### Cell sizes after repair

The bar under the picture is 20 µm long.
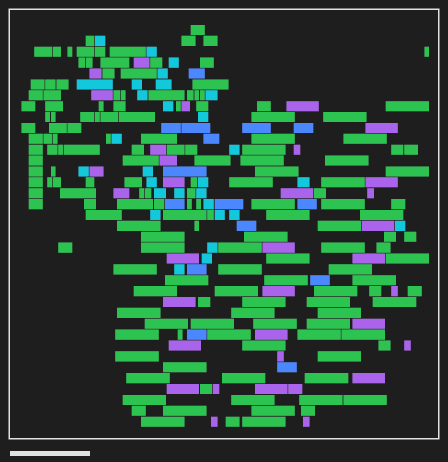
### Where the registers sit

The bar under the picture is 20 µm long. Other sequential cells in the stronger grey, the rest of the logic in the fainter grey.
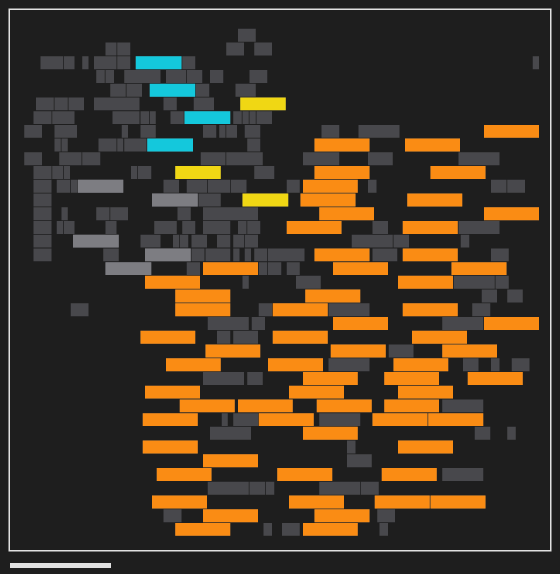
`config.mk`:
```
export PLATFORM = sky130hd
export DESIGN_NAME = uart_rx_ctrl
export DESIGN_NICKNAME = d
export VERILOG_FILES = /design/src/rtl/uart_rx_ctrl.sv
export SDC_FILE = /design/constraint.sdc
export NUM_CORES = 1
export LEC_CHECK = 0
export CAP_MARGIN = 10
export CORE_MARGIN = 2
export CORE_UTILIZATION = 30
export DETAILED_ROUTE_END_ITERATION = 10
export PLACE_DENSITY = 0.51
export SLEW_MARGIN = 10
export SYNTH_ARGS = -nofsm -noshare
export SYNTH_HDL_FRONTEND = slang
export SYNTH_SLANG_ARGS = --single-unit
export TNS_END_PERCENT = 1
```
`constraint.sdc`:
```
create_clock -name clk_i -period 2.6 [get_ports clk_i]
set_input_delay 0.52 -clock clk_i [delete_from_list [all_inputs] [get_ports clk_i]]
set_output_delay 0.52 -clock clk_i [all_outputs]
set_load 0.005 [all_outputs]
```
`src/rtl/uart_rx_ctrl.sv`:
```
// ----------------------------------------------------------------------------
// uart_rx_ctrl
//
// Purpose:
//   Receive-side controller between the UART receiver core and the APB UART
//   register block. Gates byte capture with rx_en_i and buffers accepted bytes
//   in a first-word-fall-through FIFO. It also tracks a sticky overrun flag and
//   an idle-line receive timeout, and drives one registered level interrupt.
//
// Optional feature macro:
//   UART_RX_CTRL_TIMEOUT_EN - when defined, the idle-timeout FSM and its tick
//   counter are built. When undefined, timeout_flag_o is tied 0, irq_o only
//   reflects the threshold and overrun terms, and tick_i is ignored.
//
// Ports:
//   clk_i          system clock
//   rst_ni         asynchronous reset, active low
//   tick_i         x16 baud tick, one-cycle pulse
//   rx_done_i      receiver core byte strobe; rx_data_i is valid this cycle
//   rx_data_i      received byte
//   rx_en_i        capture enable
//   rd_en_i        one-cycle pop request from the bus side
//   rd_data_o      FIFO head, 8'h00 when the FIFO is empty
//   rx_count_o     FIFO occupancy, 0..DEPTH
//   rx_empty_o     occupancy is zero
//   rx_full_o      occupancy is DEPTH
//   thresh_i       interrupt threshold; 0 disables the threshold interrupt
//   ovr_clr_i      one-cycle clear of the overrun flag
//   ovr_flag_o     sticky overrun flag
//   timeout_flag_o idle-timeout indication
//   irq_o          level interrupt
// ----------------------------------------------------------------------------
module uart_rx_ctrl #(
    parameter int unsigned DEPTH         = 8,
    parameter int unsigned AW            = 3,
    parameter int unsigned TIMEOUT_TICKS = 640
) (
    input  logic          clk_i,
    input  logic          rst_ni,
    input  logic          tick_i,
    input  logic          rx_done_i,
    input  logic [7:0]    rx_data_i,
    input  logic          rx_en_i,
    input  logic          rd_en_i,
    output logic [7:0]    rd_data_o,
    output logic [AW:0]   rx_count_o,
    output logic          rx_empty_o,
    output logic          rx_full_o,
    input  logic [AW:0]   thresh_i,
    input  logic          ovr_clr_i,
    output logic          ovr_flag_o,
    output logic          timeout_flag_o,
    output logic          irq_o
);

    localparam int unsigned CW = AW + 1;
    localparam logic [AW:0] FullCnt = CW'(DEPTH);

    // ------------------------------------------------------------------------
    // FIFO storage and pointers
    // ------------------------------------------------------------------------
    logic [7:0]    mem_q [DEPTH];
    logic [AW-1:0] wptr_q, wptr_d;
    logic [AW-1:0] rptr_q, rptr_d;
    logic [AW:0]   count_q, count_d;

    logic ovr_q, ovr_d;
    logic irq_q, irq_d;
    logic timeout_flag;

    logic empty, full;
    logic wr_acc, rd_acc;
    logic ovr_set;
    logic thresh_hit;

    assign empty = (count_q == '0);
    assign full  = (count_q == FullCnt);

    // A pop in the same cycle frees the slot, so a full FIFO can still accept.
    assign wr_acc  = rx_done_i & rx_en_i & (~full | rd_en_i);
    assign rd_acc  = rd_en_i & ~empty;
    assign ovr_set = rx_done_i & rx_en_i & full & ~rd_en_i;

    always_comb begin
        wptr_d  = wptr_q;
        rptr_d  = rptr_q;
        count_d = count_q;
        // DEPTH is a power of two, so natural pointer overflow wraps to 0.
        if (wr_acc) begin
            wptr_d = wptr_q + AW'(1);
        end
        if (rd_acc) begin
            rptr_d = rptr_q + AW'(1);
        end
        if (wr_acc && !rd_acc) begin
            count_d = count_q + CW'(1);
        end else if (rd_acc && !wr_acc) begin
            count_d = count_q - CW'(1);
        end
    end

    always_ff @(posedge clk_i or negedge rst_ni) begin
        if (!rst_ni) begin
            wptr_q  <= '0;
            rptr_q  <= '0;
            count_q <= '0;
        end else begin
            wptr_q  <= wptr_d;
            rptr_q  <= rptr_d;
            count_q <= count_d;
        end
    end

    // Storage needs no reset: entries are only visible once written.
    always_ff @(posedge clk_i) begin
        if (wr_acc) begin
            mem_q[wptr_q] <= rx_data_i;
        end
    end

    assign rd_data_o  = empty ? 8'h00 : mem_q[rptr_q];
    assign rx_count_o = count_q;
    assign rx_empty_o = empty;
    assign rx_full_o  = full;

    // ------------------------------------------------------------------------
    // Overrun flag: set has priority over a simultaneous clear.
    // ------------------------------------------------------------------------
    assign ovr_d = ovr_set | (ovr_q & ~ovr_clr_i);

    always_ff @(posedge clk_i or negedge rst_ni) begin
        if (!rst_ni) begin
            ovr_q <= 1'b0;
        end else begin
            ovr_q <= ovr_d;
        end
    end

    assign ovr_flag_o = ovr_q;

`ifdef UART_RX_CTRL_TIMEOUT_EN
    // ------------------------------------------------------------------------
    // Idle-timeout FSM
    // ------------------------------------------------------------------------
    localparam int unsigned TW = (TIMEOUT_TICKS > 1) ? $clog2(TIMEOUT_TICKS) : 1;
    localparam logic [TW-1:0] TcntLast = TW'(TIMEOUT_TICKS - 1);

    typedef enum logic [1:0] {
        StIdle,
        StArmed,
        StFired
    } to_state_e;

    to_state_e     state_q, state_d;
    logic [TW-1:0] tcnt_q, tcnt_d;
    logic          tflag_q;

    always_comb begin
        state_d = state_q;
        tcnt_d  = tcnt_q;
        unique case (state_q)
            StIdle: begin
                tcnt_d = '0;
                if (wr_acc) begin
                    state_d = StArmed;
                end
            end
            StArmed: begin
                // A new byte restarts the idle window and beats a coincident expiry.
                if (wr_acc) begin
                    tcnt_d = '0;
                end else if (rd_acc && (count_q == CW'(1))) begin
                    state_d = StIdle;
                    tcnt_d  = '0;
                end else if (tick_i) begin
                    if ((tcnt_q == TcntLast) && !empty) begin
                        state_d = StFired;
                        tcnt_d  = '0;
                    end else begin
                        tcnt_d = tcnt_q + TW'(1);
                    end
                end
            end
            StFired: begin
                tcnt_d = '0;
                if (wr_acc) begin
                    state_d = StArmed;
                end else if (rd_acc) begin
                    state_d = (count_q > CW'(1)) ? StArmed : StIdle;
                end
            end
            default: begin
                state_d = StIdle;
                tcnt_d  = '0;
            end
        endcase
    end

    // Flag is registered alongside the state so it is high exactly while FIRED.
    always_ff @(posedge clk_i or negedge rst_ni) begin
        if (!rst_ni) begin
            state_q <= StIdle;
            tcnt_q  <= '0;
            tflag_q <= 1'b0;
        end else begin
            state_q <= state_d;
            tcnt_q  <= tcnt_d;
            tflag_q <= (state_d == StFired);
        end
    end

    assign timeout_flag = tflag_q;
`else
    logic unused_tick;

    assign unused_tick  = tick_i;
    assign timeout_flag = 1'b0;
`endif

    assign timeout_flag_o = timeout_flag;

    // ------------------------------------------------------------------------
    // Interrupt: registered from the current flag and occupancy state.
    // ------------------------------------------------------------------------
    assign thresh_hit = (thresh_i != '0) && (count_q >= thresh_i);
    assign irq_d      = thresh_hit | timeout_flag | ovr_q;

    always_ff @(posedge clk_i or negedge rst_ni) begin
        if (!rst_ni) begin
            irq_q <= 1'b0;
        end else begin
            irq_q <= irq_d;
        end
    end

    assign irq_o = irq_q;

endmodule

```
==> summary.txt <==
Status of the implementation.

- The run finished with clean final reports.
- By area the synthesized netlist is led by edfxtp_1, mux4_2, dfrtp_1.
- In this run, power in flip-flops and latches comes to roughly 1.6 mW.
- The post-synthesis simple-gate area fraction is 0.0507, for reference.
- The buffering overhead is 0.136, for reference.
- Routing resource usage on met1 recorded by global route was 0.166.
- The clock tree from TritonCTS is built, for reference.
- The depth of the worst hold-timing path is 1, for reference.
- The power report lists the combinational group at about 1.7 mW.
- The critical path crosses 6 cells after its start point.
- In the synthesized netlist, the cells that appear most often are edfxtp_1, mux4_2, dfrtp_1, ha_1, inv_1.
- The met3 wirelength from detailed routing is approximately 280 µm, for reference.
- The report lists the cells along the critical path as or4_4, buf_6, and2_4, buf_12, a22o_1, buf_2.
- The dominant combinational cell family by area after synthesis is multiplexers, for reference.
- The routed layout has 1732 vias.
- The worst-case clock buffer depth is 2, for reference.
- The largest cell class by area is flip-flops and latches.
- Counting the inverters off the clock network in the layout gives 9.
- In the floorplan report the effective utilization is 0.308.
- The met2 global-route usage is 0.198, for reference.
- The count of buffer and inverter cells on the critical path is 3, for reference.
- Ranked by power, first place goes to combinational logic.
- Signal nets in the final route climb as high as met4.
- The slowest library cell on the worst path is or4_4, for reference.
- Of the total synthesized cell area, the portion taken by full adders, half adders and majority gates is 0.0417.
- The power of the clock network is 882 µW, for reference.
- The worst setup path is captured at a primary output.
- The register with the most flip-flops in the layout has between 60 and 70 of them.
- The insertion delay of the later-clocked pin in the worst-skew pair is roughly 0.34 ns, for reference.
- The footprint of the multi-input gates is 908 µm², for reference.
- The post-detailed-placement cell area is 3840 µm², for reference.
- The largest net degree at the start of global routing is 17, for reference.
- From the final report, the count of setup violators was given as 0.
- Hold analysis lists the worst path endpoint as rptr_q[2]$_DFFE_PN0P_.
- On the worst path, the slowest cell contributes a delay of 0.54 ns.
- The number of warnings reported in the yosys synthesis log is 0, for reference.
- Based on the critical path, the design can be clocked at up to roughly 0.39 GHz.
- The OpenROAD report gives the critical path a data arrival time of about 2.1 ns.
- The worst path needs 2.57 ns of the cycle, external delays included.
- Tracing the worst setup path back leads to its startpoint at rx_count_o[3]$_DFFE_PN0P_.
- The proportion of synthesized area in mux cells is 0.124, for reference.
- The final design was reported to hold multi-input combinational gates totalling approximately 80.
- The detail route stage leaves a number of antenna-violating nets equal to 0.
- After clock tree synthesis, the repair step resized 18 gates.
- The final standard cell area without fillers is 4080 µm², for reference.
- The aggregate global routing overflow is 0, for reference.
- In this run the static leakage power is 1.47 nW.
- The buffer type at the clock tree root is clkbuf_8, for reference.
- On the reported timing paths, the clock transition at the registers reads ~0.080 ns.
- The filler cells instantiated in the layout total roughly 940.
- The reg-to-reg endpoint is rx_count_o[1]$_DFFE_PN0P_, for reference.
- Grouping stages by cell kind, the critical path spends the most delay in simple AND/OR/NAND/NOR gates.
- The detailed router put a total of 2900 µm of wire on met1.
- The headroom to the max-slew limit is 0.621, for reference.
- Of the post-synthesis cell area, the dominant cell type holds 0.604.
- The final timing report lists a max-slew violation count of 0.
- The count of inserted antenna diode cells is 0, for reference.
- The share of total power in combinational logic is 0.400, for reference.
- The flop count is roughly 76, for reference.
- The power report lists cell-internal power as between 2 and 3 mW.
- Detailed placement finished with a half-perimeter wire length of around 4200 µm.
- The post-CTS repair timing setup buffer count is 4, for reference.
- The worst setup path category is flop to primary output, for reference.
- According to the CTS report, the clock sink count is roughly 76.
- Yosys mapped the design onto 37 distinct sky130hd cell types.
- Synthesis produced a netlist with a net count of 201.
- The DRC marker count from the first detailed-route iteration is between 60 and 70, for reference.
- The final RePlAce weighted congestion is between 0.6 and 0.7, for reference.
- In the synthesized netlist the async set-or-reset flop fraction comes to 0.158.
- The synthesis stat section lists a flop and latch total of around 76.
- The wire length of the first global-routing pass is between 10000 and 15000 µm, for reference.
- The share of cell area taken by multi-input logic gates is 0.223, for reference.
- The well-tap cell count is between 100 and 150, for reference.
- Dividing the detail-routed via count by the number of cells gives approximately 4.6.
- The total wire length after detailed routing is ~6400 µm, for reference.
- The largest register by flop count is mem_q.
- The floorplan core area is just over 10000 µm², for reference.
- The commonest register cell after synthesis is edfxtp_1, for reference.
- A synthesized cell averages ~19 µm².
- Synthesis produced a netlist whose cell count is 172.
- Setup repair after global routing could not meet its margin everywhere.
- The tool warning count for the run is 29.
- The share of layout cells above drive strength 1 is 0.322, for reference.
-- 'Cell sizes after repair' (at the start) --
- green: x1 and smaller (cells 164; share 68%; most used edfxtp_1)
- blue: x6 and larger (cells 15; share 6.2%; most used clkbuf_8)
- purple: x2 (cells 34; share 14%; most used mux4_2)
- cyan: x3 and x4 (cells 29; share 12%; most used buf_4)

-- 'Where the registers sit' (at the start) --
- cyan: rx_count_o (flops 4)
- orange: mem_q (flops 64)
- yellow: rptr_q (flops 3)
- not coloured: 5
flip-flop and latch area: 2220 µm²
share of cell area taken by flip-flops and latches: 0.544
Finished Core Util: 0.395

Power is estimated from default activity; no workload was simulated.
